$ cat src/rtl/sel_dec_pkg.sv
// Shared types and the command-legality rule for the select decoder.
package sel_dec_pkg;

    typedef enum logic {
        DIRECT = 1'b0,
        SCAN   = 1'b1
    } mode_t;

    typedef enum logic {
        IDLE    = 1'b0,
        SCAN_ST = 1'b1
    } state_t;

    // A command is legal when its start code is in range and, for SCAN,
    // the run length lies in 1..limit. DIRECT ignores len entirely.
    function automatic logic legal_cmd(input mode_t mode, input int sel,
                                       input int len, input int limit);
        logic sel_ok;
        logic len_ok;
        sel_ok = (sel < limit);
        len_ok = (mode == DIRECT) || ((len >= 1) && (len <= limit));
        return sel_ok && len_ok;
    endfunction

endpackage

$ cat src/rtl/sel_decoder_onehot_dec.sv
// Combinational code-to-one-hot map with an in-range flag.
// Codes at or above LIMIT decode to all-zero.
module onehot_dec #(
    parameter int SEL_W = 4,
    parameter int N_OUT = 2**SEL_W,
    parameter int LIMIT = 9
) (
    input  logic [SEL_W-1:0] code,
    output logic [N_OUT-1:0] onehot,
    output logic             in_range
);

    // One bit wider than the code so LIMIT = N_OUT is representable.
    localparam logic [SEL_W:0] LIMIT_W = (SEL_W+1)'(LIMIT);

    // Range check first, then shift only legal codes.
    always_comb begin
        in_range = ({1'b0, code} < LIMIT_W);
        if (in_range) begin
            onehot = {{(N_OUT-1){1'b0}}, 1'b1} << code;
        end else begin
            onehot = '0;
        end
    end

endmodule

$ cat src/rtl/sel_decoder.sv
// Registered select decoder: DIRECT one-hot decode plus a SCAN mode that
// walks the one-hot through len consecutive legal codes, one per cycle.
module sel_decoder
    import sel_dec_pkg::*;
#(
    parameter int SEL_W = 4,
    parameter int N_OUT = 2**SEL_W,
    parameter int LIMIT = 9
) (
    input  logic             clk,
    input  logic             rst,
    input  logic             in_valid,
    output logic             in_ready,
    input  logic             mode,
    input  logic [SEL_W-1:0] sel,
    input  logic [SEL_W:0]   len,
    input  logic             abort,
    output logic [N_OUT-1:0] out,
    output logic             out_valid,
    output logic             err,
    output logic             done
);

    localparam logic [SEL_W-1:0] LAST_IDX = SEL_W'(LIMIT - 1);
    localparam logic [SEL_W:0]   ONE_CNT  = (SEL_W+1)'(1);

    state_t           state;
    logic [SEL_W-1:0] idx;
    logic [SEL_W:0]   cnt;        // steps still to emit after the current one
    logic [SEL_W-1:0] next_code;
    logic [N_OUT-1:0] next_onehot;
    logic             next_in_range;
    logic             accept;
    logic             cmd_ok;

    // Ready depends only on state and abort, never on the command inputs.
    always_comb begin
        in_ready = (state == IDLE) && !abort;
        accept   = in_valid && in_ready;
    end

    // Code to decode at the next edge: the new select when idle, otherwise
    // the successor of idx. The wrap test precedes the increment so
    // LIMIT = N_OUT never overflows.
    always_comb begin
        if (state == IDLE) begin
            next_code = sel;
        end else if (idx == LAST_IDX) begin
            next_code = '0;
        end else begin
            next_code = idx + 1'b1;
        end
    end

    onehot_dec #(
        .SEL_W (SEL_W),
        .N_OUT (N_OUT),
        .LIMIT (LIMIT)
    ) u_dec (
        .code     (next_code),
        .onehot   (next_onehot),
        .in_range (next_in_range)
    );

    // Legality of the command presented while idle.
    always_comb begin
        cmd_ok = next_in_range &&
                 legal_cmd(mode_t'(mode), int'(sel), int'(len), LIMIT);
    end

    // FSM, scan index, step counter and all registered outputs.
    always_ff @(posedge clk or posedge rst) begin
        if (rst) begin
            state     <= IDLE;
            idx       <= '0;
            cnt       <= '0;
            out       <= '0;
            out_valid <= 1'b0;
            err       <= 1'b0;
            done      <= 1'b0;
        end else if (abort) begin
            state     <= IDLE;
            idx       <= '0;
            cnt       <= '0;
            out       <= '0;
            out_valid <= 1'b0;
            err       <= 1'b0;
            done      <= 1'b0;
        end else begin
            out_valid <= 1'b0;
            err       <= 1'b0;
            done      <= 1'b0;
            case (state)
                IDLE: begin
                    if (accept) begin
                        if (!cmd_ok) begin
                            out <= '0;
                            err <= 1'b1;
                        end else begin
                            out       <= next_onehot;
                            out_valid <= 1'b1;
                            idx       <= next_code;
                            if (mode_t'(mode) == DIRECT) begin
                                done <= 1'b1;
                            end else begin
                                cnt   <= len - ONE_CNT;
                                done  <= (len == ONE_CNT);
                                state <= SCAN_ST;
                            end
                        end
                    end
                end
                SCAN_ST: begin
                    if (cnt == '0) begin
                        // Final step was shown last cycle; out keeps it.
                        state <= IDLE;
                    end else begin
                        out       <= next_onehot;
                        out_valid <= 1'b1;
                        idx       <= next_code;
                        cnt       <= cnt - ONE_CNT;
                        done      <= (cnt == ONE_CNT);
                    end
                end
                default: begin
                    state <= IDLE;
                end
            endcase
        end
    end

endmodule

$ cat config.mk
export PLATFORM = sky130hd
export DESIGN_NAME = sel_decoder
export DESIGN_NICKNAME = d
export VERILOG_FILES = /design/src/rtl/sel_dec_pkg.sv /design/src/rtl/sel_decoder_onehot_dec.sv /design/src/rtl/sel_decoder.sv
export SDC_FILE = /design/constraint.sdc
export NUM_CORES = 1
export LEC_CHECK = 0
export CAP_MARGIN = 15
export CORE_MARGIN = 2
export CORE_UTILIZATION = 50
export DETAILED_ROUTE_END_ITERATION = 16
export PLACE_DENSITY_LB_ADDON = 0.2
export SKIP_CTS_REPAIR_TIMING = 1
export SLEW_MARGIN = 20
export SYNTH_ARGS = -nofsm -noshare
export SYNTH_HDL_FRONTEND = slang
export SYNTH_SLANG_ARGS = --single-unit
$ cat constraint.sdc
create_clock -name clk -period 3.2 [get_ports clk]
set_input_delay 0.64 -clock clk [delete_from_list [all_inputs] [get_ports clk]]
set_output_delay 0.64 -clock clk [all_outputs]
set_load 0.03 [all_outputs]
==> run summary, run 1 <==
Notes on the flow outputs.

- The instance tally after logic synthesis is 154.
- The number of storage elements in the synthesis netlist is 29.
- The count of final max-slew check failures is 0.
- The layout summary lists the proportion of cells stronger than drive strength 1 as 16.7%.
- The maximum net fanout on the critical path reads 13.
- The final global-route overflow total is 0.
- The CTS tree is done.
- The detailed placer's ending HPWL reads 3080 um.
- The worst hold path belongs to the class register to register.
- The average via count per standard cell is 5.78.
- The type of element launching the critical path reads a register.
- According to the floorplan log, the row count is 20.
- The fraction of the core area occupied by cells at floorplan reads 52.6%.
- The clock network latency to the later pin of the worst-skew pair is 0.33 ns.
- The post-synth net total is 175.
- The maximum clock path buffer count is 2.
- The synthesis-to-layout area growth is 29.8%.
- According to the Yosys statistics, the synthesized design has a chip area of 0.00162 mm2.
- The headroom to the max-slew limit is 57.7%.
- The leakage power figure reads ~0.94 nW.
- The vertical die dimension reported for this design is 60.9 um.
- The number of diodes is 0.
- The initial antenna violation count is 0.
- As logged by OpenROAD, the buffers inserted on ports number 33.
- The detailed placer reported the number of placed instances as 234.
- The net count of the finished layout is 218.
- The clock slew seen by the registers of the worst setup and hold paths is 0.09 ns.
- The flow ran to the end, and the final reports show no timing, DRC or antenna violations.
- The die area reads 0.00371 mm2.
- The dominant register cell reads dfrtp_1.
- The number of H-tree levels reads 2.
- The number of distinct library cells after synthesis is approximately 56.
- The CTS sink count reads 29.
- The final tally of hold violations is 0.
- The number of top-level pins reads 34.
- The average cell area after synthesis is 10.5 um2.
- The first-pass iteration count of the detailed router is 4.
- Setup repair after global routing left no endpoint under its margin.
- The flow reported a cell area power density of 439 mW/mm2.
- Once detail routing completed, the nets flagged for antenna violations numbered 0.
- The final setup violation count reads 0.
- The kind of end point of the critical path is a primary output.
- The transition time at the pin with the least slew margin is 0.634 ns.
- The cell area after synthesis is 0.00162 mm2.
- The global-route wire length before repair is around 6600 um.
- The period utilization reads between 80 and 90%.
- The synthesis warning total is 0.
- Per the CTS log, the root buffer master is clkbuf_4.
- The number of buffers created by CTS is 5.
- The share of flip-flops with an asynchronous set or reset after synthesis is 100%.
- After layout, the minimum clock period comes to roughly 2.6 ns.
- The worst supply voltage drop on vdd reads 0.000256 V.
- For this block, the initial DRC count from the detailed router was 79.
- The routability congestion estimate is 0.931.
- The via count of the first global-routing pass came to 1,450.
- The highest clock rate is 381 MHz.
- The critical path class reads register to primary output.
- The data required time of the critical path reads about 2.6 ns.
- The placeable core region is 0.00308 mm2.
- The final setup TNS is 0 ns.
- The reported max-cap violation count is 0.
- The number of warnings reported in the stage logs is 30.
- The width of the chip reads 60.9 um.
- Entering global routing, the biggest net connects 19 pins.
- For this run, design rule violations remaining after detail routing come to 0.
- The count of library flops with an enable pin reads 0.
- Clock skew on the completed layout was measured at 0.00660 ns.
- The sequential fraction of the synthesis area is 44.9%.
- The synth_stat.txt file lists the number of cells as around 150.
- The arrival time of data at the worst endpoint is listed as 1.98 ns.
## run 1: report_power, final
part / total, mW / internal (mW) / leakage [nW] / switching (mW)
combinational: 0.282 / 0.119 / 0.510 / 0.163
sequential: 0.425 / 0.393 / 0.396 / 0.0315
clock: 0.215 / 0.0835 / 0.0320 / 0.131
total: 0.922 / 0.596 / 0.938 / 0.326
## run 1: path summary, 6_finish.rpt
check / endpoint / startpoint / slack, ns / cells past startpoint
max: in_ready / state / 0.58 / 3
min: out[10] / out[10] / 0.49 / 1
max reg2reg: cnt[0] / idx[0] / 0.67 / 7
min reg2reg: out[10] / out[10] / 0.49 / 1
max in group asynchronous: cnt[4] / rst / 1.97 / 3
min in group asynchronous: out[13] / rst / 0.68 / 2
## run 1: placed cells by master (no fill, tap or decap), types with 5 or more instances in the layout
master / n
inv_1: 11
and2_1: 8
nand2_1: 7
nor2_1: 11
clkdlybuf4s50_1: 33
dfrtp_1: 29
buf_4: 8
ha_1: 7
clkbuf_4: 5
a32o_1: 5
## run 1: flip-flops by register name, summed over array words and instances (netlist names)
signal	count
cnt	5
out_valid	1
state	1
out	16
done	1
err	1
idx	4
## run 1: through the flow
stage	power, mW	hold slack (ns)	area, um2	worst slack (ns)
after floorplan	0.607	0.502	1620	0.922
after global placement	0.695	0.470	2050	0.362
after detailed placement	0.710	0.474	2050	0.267
after CTS	0.924	0.498	2100	0.576
after global routing	0.973	0.521	2100	0.458
final	0.922	0.492	2100	0.579
## run 1: cells in the mapped netlist, types with 4 or more instances
library cell / count / area [um2]
a32o_1: 5 / 50.1
and2_1: 8 / 50.1
clkbuf_1: 4 / 15.0
dfrtp_1: 29 / 726
ha_1: 7 / 87.6
inv_1: 11 / 41.3
nand2_1: 7 / 26.3
nor2_1: 11 / 41.3
o2bb2ai_1: 4 / 35.0
## run 1: layout make-up
cell class,instances,area [um2]
Tap cell,44,55.1
Fill cell,256,978
Sequential cell,29,726
Clock buffer,6,41.3
Inverter,12,45.0
Multi-Input combinational cell,108,832
Timing Repair Buffer,41,390
Clock inverter,2,10.0
## run 1: kinds of logic (layout without fill, tap and decap cells)
kind of cell | count (synthesis) | count (layout) | synth area share [%]
AND-OR/OR-AND | 48 | 48 | 26.0
AND/OR/NAND/NOR | 48 | 48 | 16.7
flip-flops | 29 | 29 | 44.9
buffers and inverters | 17 | 61 | 4.02
adder cells (fa/ha/maj) | 7 | 7 | 5.41
multiplexers | 3 | 3 | 1.93
XOR/XNOR | 2 | 2 | 1.08
## run 1: worst max-delay path: stages, from the launching register on
cell             delay (ns)
dfrtp_1                0.55
buf_4                  0.26
nor2_1                 0.14
clkdlybuf4s50_1        0.70
## run 1: per-layer routing
| layer | global-route usage, % | part of all wire, % |
|---|---|---|
| met5 | 0 | 0 |
| met1 | 29.8 | 43 |
| met2 | 40.4 | 51 |
| met3 | 7.04 | 4.5 |
| met4 | 11.2 | 1.8 |
### Cell outlines without signal wires, run 1

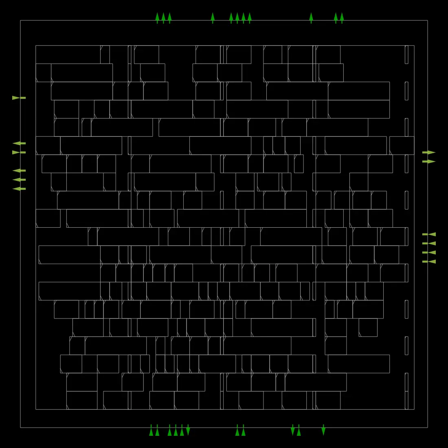
sequential fraction of total cell area: 34.6%
Seq cells: 29
number of tap instances: 44
post-layout utilization of the core: 68.2%
post-layout instance count excluding filler cells: 242

### Port wiring, run 1

Scale: 4 px per um.
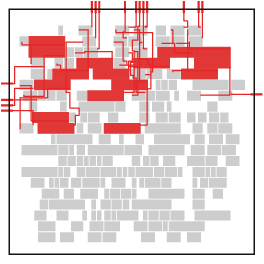
| port | colour | direction | end cells | buffers | wire |
|---|---|---|---|---|---|
| `out` | red | output | 16 | 16 | 452 um |

### Signal wires by layer, run 1

Scale: 8 px per um. Two of the layers only.
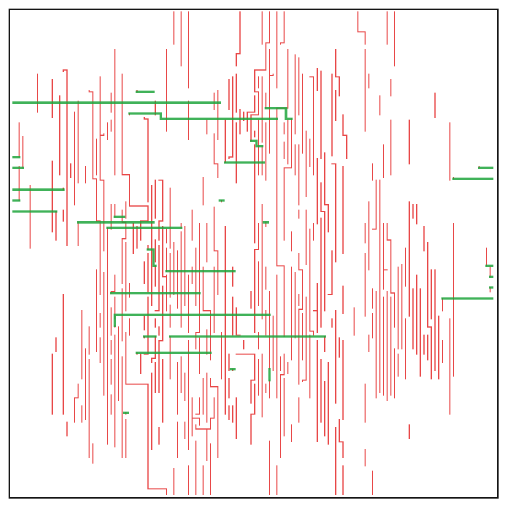
| layer | colour | wire length |
|---|---|---|
| M3 | green | 181 um |
| M2 | red | 2,030 um |
via total after detailed routing: 1,399
wirelength, routed: 4020 um
global router's overall resource usage: 24.5%
routed wire length per instance: 16.6 um

### I/O pins on the die edge, run 1

Scale: 8 px per um. Pins as bars across the die edge, other pins in grey.
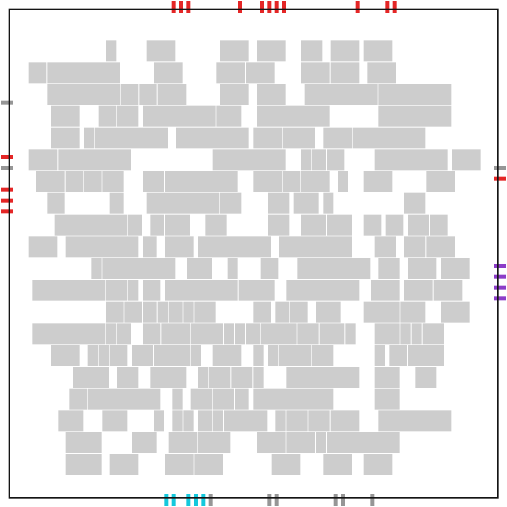

==> run 1 -> run 2 <==
- CORE_UTILIZATION: 50 -> 45
- clock period: 3.2 -> 2.3 ns (I/O delays scaled with it)
### I/O pins on the die edge, run 2

Scale: 8 px per um. Pins as bars across the die edge, other pins in grey.
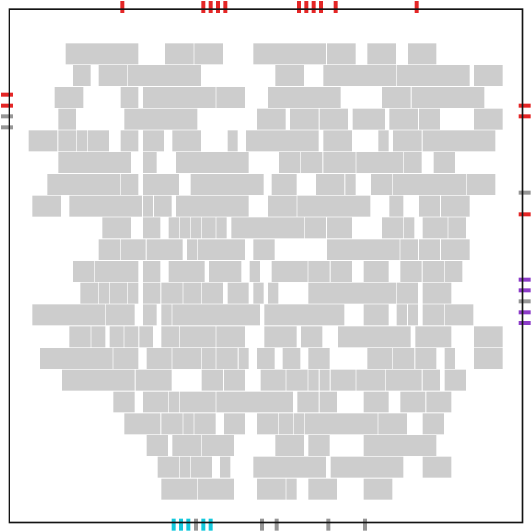
| port | colour | pins | direction | edge |
|---|---|---|---|---|
| `sel` | purple | 4 | input | right |
| `out` | red | 16 | output | 11 top, 3 right, 2 left |
| `len` | cyan | 5 | input | bottom |
all pins by edge: 11 top, 10 bottom, 9 right, 4 left
floorplan die height: 64.0 um
count of buffers from port buffering: 33
Die X: 64.0 um

### Signal wires by layer, run 2

Scale: 8 px per um. Two of the layers only.
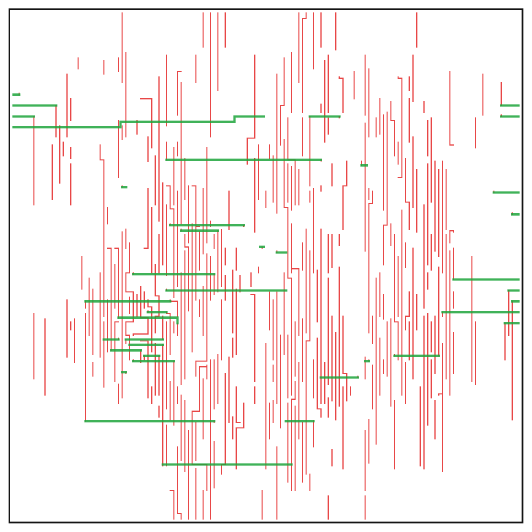
| layer | colour | wire length |
|---|---|---|
| M2 | red | 2,200 um |
| M3 | green | 223 um |

==> run summary, run 2 <==
Notes on the flow outputs.

- The run finished with clean final reports.
- The synthesis-to-layout area growth is 44.0%.
- The number of H-tree levels is 2.
- At the pin with the least slew margin, the transition time is 0.646 ns.
- The detailed placer's ending HPWL reads 3100 um.
- Traced cell by cell, the critical path runs through clkdlybuf4s50_1 > or4_4 > o221ai_4 > a21boi_2 > a32oi_4 > nor3_4 > a32o_2.
- The headroom to the max-slew limit reads ~56%.
- In the final layout, the fill cell count is 251.
- The register bank with the most flops is out.
- The kind of end point of the critical path reads a register.
- The count of instantiated cells in the yosys netlist reads 154.
- The analysis attributes to cell leakage a power of 1.08 nW.
- The combinational fraction of design power is 29.5%.
- The share of flip-flops with an asynchronous set or reset after synthesis reads 100%.
- The gate-level netlist out of Yosys references 56 unique cell types.
- The chip area estimate from yosys synthesis is 0.00162 mm2.
- The final core utilization reads slightly below 70%.
- The power per standard cell area is about 670 mW/mm2.
- Setup repair after global routing could not meet its margin everywhere.
- The post-synth count of flops with an enable pin is 0.
- The number of flip-flops under the largest register name reads 16.
- The count of antenna-violating nets left after detailed routing reads 0.
- The standard cell with the maximum stage delay on the critical path reads or4_4.
- For the final routed database, the setup TNS stands at 0 ns.
- In this run switching power makes up 30.4% of total power.
- The delay of the slowest cell on the worst path reads 0.57 ns.
- The initial antenna violation count is 0.
- The cell internal power dissipation reads 1.09 mW.
- The instance tally after logic synthesis is 154.
- The fraction of synthesized cell area taken by the top area cell type is 44.9%.
- The period utilization reads 97.5%.
- TritonCTS reports the number of clock sinks as 29.
- OpenSTA lists the critical path startpoint as len[2].
- The highest clock rate reads 446 MHz.
- Setup violations remaining at the end of the flow were counted as 0.
- Per the detailed-route log, wirelength across all metal layers totals ~4200 um.
- The reported net switching power is 0.475 mW.
- The power report attributes to the sequential group a share of 37.0%.
- Across the routed clock network, the largest skew measured is between 0.01 and 0.015 ns.
- Of all cell types, the one taking the most synthesized area is dfrtp_1.
- The type of element launching the critical path is an input pin.
- The first-pass iteration count of the detailed router reads 4.
- The final antenna diode tally reported by the flow is 0.
- The routability congestion estimate is 0.979.
- The smallest clock period supported by the final layout is computed as 2.24 ns.
- The flop-to-flop setup slack reads about 0.070 ns.
- The overall via count from detail_route is ~1,500.
- The number of buffers created by CTS reads 5.
- The maximum clock path buffer count is 2.
- The logic area reads 876 um2.
- The worst-case hold slack reads 0.490 ns.
- The cell count of the worst reg-to-reg path reads 9.
- For this sky-water flow run, the detailed-routed wirelength per cell is reported as roughly 16 um.
- The register area reads 726 um2.
- By area the synthesized netlist is led by dfrtp_1, ha_1, a32o_1, and2_1, inv_1.
- The OpenROAD report gives the critical path a data arrival time of 2.48 ns.
- The dominant register cell is dfrtp_1.
- For the worst-skew pair, the clock arrives at the later sink with an insertion delay of roughly 0.34 ns.
- The critical path capture point is out[1].
## run 2: cell count changes in the layout (fill, tap and decap cells not counted), moves of 2 or more
cell / previous run / this run
bufinv_16: 0 / 2
clkdlybuf4s50_1: 33 / 29
dlymetal6s2s_1: 0 / 3
buf_4: 8 / 26
## run 2: per-layer routing
layer / wire (um) / track usage [%] / part of all wire, % / up-vias
li1: - / - / - / 690
met3: 223 / 4.05 / 5.3 / 12
met5: 0 / 0 / 0 / -
met1: 1720 / 26.9 / 40 / 701
met4: 107 / 10.9 / 2.5 / 0
met2: 2200 / 40.8 / 52 / 56
## run 2: critical path: cells and delay by family
family / cells / cell delay, ns
AND-OR/OR-AND: 4 / 0.96
buffers and inverters: 1 / 0.42
AND/OR/NAND/NOR: 2 / 0.64
## run 2: area by class of cell
class	instances	share of cell area, %
sequential	29	31.1
multi-input combinational	108	37.6
inverter	12	1.93
clock inverter	3	2.79
tap	46	2.47
timing repair buffer	58	22.4
clock buffer	5	1.61
## run 2: metrics by stage
stage	setup slack [ns]	instances	instance area, um2
floorplan	0.0400	154	1620
global placement	-0.353	251	2160
detailed placement	-0.373	251	2160
CTS	-0.0295	259	2260
global route	-0.0101	261	2330
finish	0.0575	261	2330
## run 2: kinds of logic (layout without fill, tap and decap cells)
family / count (synthesis) / after routing / share of synthesized area [%]
buffers and inverters: 17 / 78 / 4.02
DFF: 29 / 29 / 44.9
xor gates and xnor gates: 2 / 2 / 1.08
and+or+nand+nor: 48 / 48 / 16.7
AOI/OAI and AO/OA: 48 / 48 / 26.0
muxes: 3 / 3 / 1.93
adders and majority gates: 7 / 7 / 5.41
## run 2: power by group through the flow
stage / Sequential [mW] / Combinational (mW) / Clock, mW
after floorplan: 0.601 / 0.244 / 0
after global placement: 0.586 / 0.414 / 0
after detailed placement: 0.588 / 0.427 / 0
after CTS: 0.578 / 0.436 / 0.533
after global routing: 0.584 / 0.504 / 0.551
final: 0.579 / 0.462 / 0.523
## run 2: how the worst min path moves through the flow
stage,depth (start not counted),to,startpoint,slack (ns)
6_report,3,out[13],rst,0.49
5_1_grt,1,out[12],out[12],0.51
4_1_cts,3,out[13],rst,0.49
3_5_place_dp,1,out[9],out[9],0.47
3_3_place_gp,1,out[14],out[14],0.47
2_1_floorplan,1,idx[1],idx[1],0.50
Power is estimated from default activity; no workload was simulated.
